==> src/rtl/gate_sweep_engine.sv <==
// rtl/gate_sweep_engine.sv - self-sequencing exhaustive sweep of an N-input configurable gate
module gate_sweep_engine #(
    parameter int N_IN = 2
) (
    input  logic            clk,
    input  logic            rst,
    input  logic            start,
    input  logic [2:0]      op,
    input  logic            pause,
    output logic [N_IN-1:0] vec_o,
    output logic            y_o,
    output logic            valid_o,
    output logic            busy_o,
    output logic            done_o,
    output logic            err_o,
    output logic [N_IN:0]   ones_o
);

    typedef enum logic [1:0] {
        S_IDLE  = 2'd0,
        S_SWEEP = 2'd1,
        S_FIN   = 2'd2
    } state_t;

    localparam logic [N_IN-1:0] CNT_LAST = '1;
    localparam logic [N_IN-1:0] CNT_ONE  = {{(N_IN-1){1'b0}}, 1'b1};

    state_t            state_q, state_d;
    logic [N_IN-1:0]   cnt_q, cnt_d;
    logic [2:0]        op_q, op_d;
    logic [N_IN-1:0]   vec_q, vec_d;
    logic              y_q, y_d;
    logic              valid_q, valid_d;
    logic              done_q, done_d;
    logic              err_q, err_d;
    logic [N_IN:0]     ones_q, ones_d;
    logic              f_cur;

    // Gate function selected by the latched op; codes 6-7 never reach op_q.
    function automatic logic gate_f(input logic [2:0] sel, input logic [N_IN-1:0] v);
        logic r;
        case (sel)
            3'd0:    r = &v;
            3'd1:    r = |v;
            3'd2:    r = ^v;
            3'd3:    r = ~&v;
            3'd4:    r = ~|v;
            3'd5:    r = ~^v;
            default: r = 1'b0;
        endcase
        return r;
    endfunction

    assign f_cur = gate_f(op_q, cnt_q);

    // Next-state and registered-output computation for the sweep sequencer.
    always_comb begin
        state_d = state_q;
        cnt_d   = cnt_q;
        op_d    = op_q;
        vec_d   = vec_q;
        y_d     = y_q;
        ones_d  = ones_q;
        valid_d = 1'b0;
        done_d  = 1'b0;
        err_d   = 1'b0;
        case (state_q)
            S_IDLE: begin
                if (start) begin
                    if (op <= 3'd5) begin
                        op_d    = op;
                        cnt_d   = '0;
                        ones_d  = '0;
                        state_d = S_SWEEP;
                    end else begin
                        err_d = 1'b1;
                    end
                end
            end
            S_SWEEP: begin
                if (!pause) begin
                    vec_d   = cnt_q;
                    y_d     = f_cur;
                    valid_d = 1'b1;
                    ones_d  = ones_q + {{N_IN{1'b0}}, f_cur};
                    cnt_d   = cnt_q + CNT_ONE;
                    if (cnt_q == CNT_LAST) begin
                        state_d = S_FIN;
                    end
                end
            end
            S_FIN: begin
                done_d  = 1'b1;
                state_d = S_IDLE;
            end
            default: begin
                state_d = S_IDLE;
            end
        endcase
    end

    // State and output registers with synchronous reset that abandons any sweep.
    always_ff @(posedge clk) begin
        if (rst) begin
            state_q <= S_IDLE;
            cnt_q   <= '0;
            op_q    <= '0;
            vec_q   <= '0;
            y_q     <= 1'b0;
            valid_q <= 1'b0;
            done_q  <= 1'b0;
            err_q   <= 1'b0;
            ones_q  <= '0;
        end else begin
            state_q <= state_d;
            cnt_q   <= cnt_d;
            op_q    <= op_d;
            vec_q   <= vec_d;
            y_q     <= y_d;
            valid_q <= valid_d;
            done_q  <= done_d;
            err_q   <= err_d;
            ones_q  <= ones_d;
        end
    end

    assign vec_o   = vec_q;
    assign y_o     = y_q;
    assign valid_o = valid_q;
    assign done_o  = done_q;
    assign err_o   = err_q;
    assign ones_o  = ones_q;
    assign busy_o  = (state_q != S_IDLE);

endmodule

==> config.mk <==
export PLATFORM = sky130hd
export DESIGN_NAME = gate_sweep_engine
export DESIGN_NICKNAME = d
export VERILOG_FILES = /design/src/rtl/gate_sweep_engine.sv
export SDC_FILE = /design/constraint.sdc
export NUM_CORES = 1
export LEC_CHECK = 0
export ABC_AREA = 1
export CAP_MARGIN = 10
export CORE_MARGIN = 1
export CORE_UTILIZATION = 28
export CTS_BUF_LIST = sky130_fd_sc_hd__clkbuf_4
export DETAILED_ROUTE_END_ITERATION = 8
export SYNTH_ARGS = -nofsm -noshare
export SYNTH_HDL_FRONTEND = slang
export SYNTH_SLANG_ARGS = --single-unit
==> constraint.sdc <==
create_clock -name clk -period 3.61 [get_ports clk]
set_clock_uncertainty 0.1 [all_clocks]
set_input_delay 0.9025 -clock clk [delete_from_list [all_inputs] [get_ports clk]]
set_output_delay 0.9025 -clock clk [all_outputs]
set_load 0.02 [all_outputs]
power_grid.png
Scale: 8 px per um. Pins as bars on the die edge. Tap cells in grey.
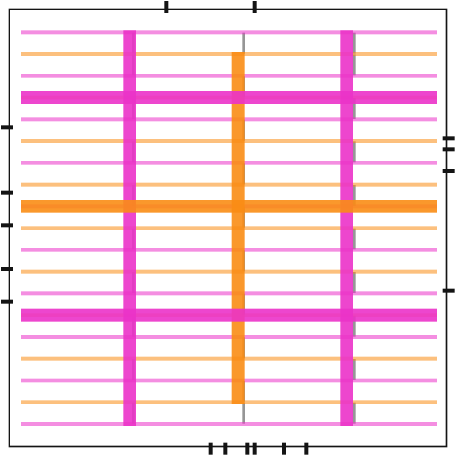
colour	net
magenta	VSS
orange	VDD
signal pins	17
met1 rails	19
tap cells	30
met5 straps	3
Max VDD drop: 197.0 uV
DIE WIDTH: 54.47 um
die y size: 54.47 um
Core ar.: 0.002545 mm2

wires.png
Scale: 6 px per um. Only two layers are drawn.
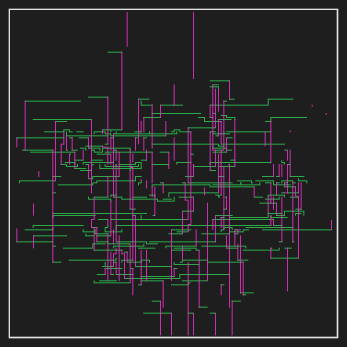
colour	layer	wire length
magenta	metal 2	674 um
green	metal 1	810 um
via count: 700
Total GRT Usage: 12.23%

==> changes_impl.md <==
### Physical design

- Outcome: completed
- WL/cell: 10.00 um
- Hold path startpoint: ones_o[0]
- Sw Share: roughly 28%
- Leak pwr: 0.4260 nW
- Max_cap viols: 0
- Hold Crit Endpoint: ones_o[0]
- Worst path bufs/invs: 2
- Number of port buffers: 16
- Final Hold Violation Tally: 0
- Top-area cell share: ~42%
- Layout cells sized above 1: between 10% and 20%
- Inserted Clock Buffers: 3
- FF+latch area: 320.3 um2
- Pwr dens: around 360 mW/mm2
- First-pass GRT wire length: ~2600 um
- Post-DRT Antenna Nets: 0
- CP startpoint kind: flop
- Fin nets: about 140
- Top power group: sequential cells
- H-Tree Depth: 1
- Clk pwr: approximately 94 uW
- Final Max Tran Viols: 0
- Fin crit period: about 2.5 ns
- CP required: about 2.6 ns
- Int Power: between 200 and 300 uW
- RSZ-0062 raised after global routing: no
layer_met2.png
Scale: 6 px per um. Cells faint in the background.
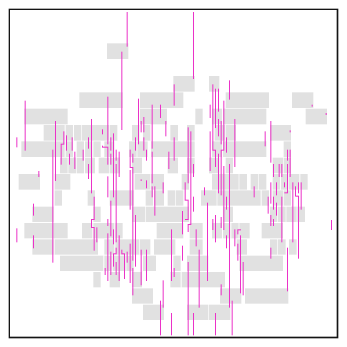
main direction	vertical
share of all routed wire	43%
nets with wire on the layer	110
drt total wl: 1550 um
routing usage on met2: 18.90%

placement.png
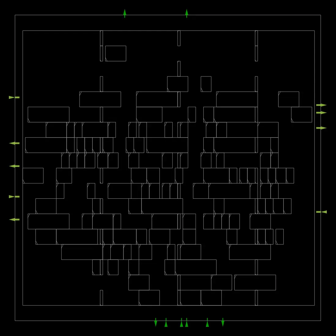
Finished Core Util: 38.94%
Cell Rows: 18
tap cells: 30

-- cell type report --
cell class / count / share of cell area (%)
Multi-Input combinational cell: 72 / 38.64
Sequential cell: 16 / 32.32
Timing Repair Buffer: 16 / 16.16
Inverter: 17 / 6.439
Tap cell: 30 / 3.788
Clock buffer: 3 / 2.273
Clock inverter: 1 / 0.3788
-- layout by cell type, fill, tap and decap left out --
| cell | count |
|---|---|
| nand3_2 | 2 |
| nand2_2 | 2 |
| nand3_1 | 9 |
| dfxtp_1 | 16 |
| nor2_2 | 1 |
| nand2_4 | 1 |
| clkinv_1 | 1 |
| inv_1 | 14 |
| inv_2 | 3 |
| clkdlybuf4s50_1 | 16 |
| nor3_1 | 2 |
| nor4_1 | 1 |
| ha_1 | 4 |
| o21ai_1 | 5 |
| nand2_1 | 20 |
| or2_1 | 2 |
| nor2_4 | 1 |
| a21oi_1 | 12 |
| nor2_1 | 10 |
| clkbuf_4 | 3 |
-- cell usage after synthesis, drive strengths merged --
cell,instances
nand2,23
nor2,12
a21oi,12
dfxtp,16
inv,17
nor3,2
ha,4
o21ai,5
nor4,1
nand3,11
clkbuf,1
or2,2
-- layer usage --
layer  up-vias  routed length (um)
li1        377                   -
met1       310                 810
met2        11                 674
met3         2                  52
met4         0                  12
met5         -                   0
-- cells by family (layout without fill, tap and decap cells) --
kind of cell	after synthesis	count (layout)	share of synthesized area, %
DFF	16	16	41.56
adders and majority gates	4	4	6.494
and+or+nand+nor	51	51	32.14
AOI/OAI and AO/OA	17	17	11.04
buffers and inverters	18	37	8.766
-- metrics by stage --
step,power [mW],instance area (um2)
3_3_place_gp,0.2629,964.7
2_1_floorplan,0.2392,770.7
5_1_grt,0.3763,991.0
6_report,0.3533,991.0
4_1_cts,0.3605,991.0
3_5_place_dp,0.2639,964.7
No activity file was given, so power comes from the tool's default toggle rates.
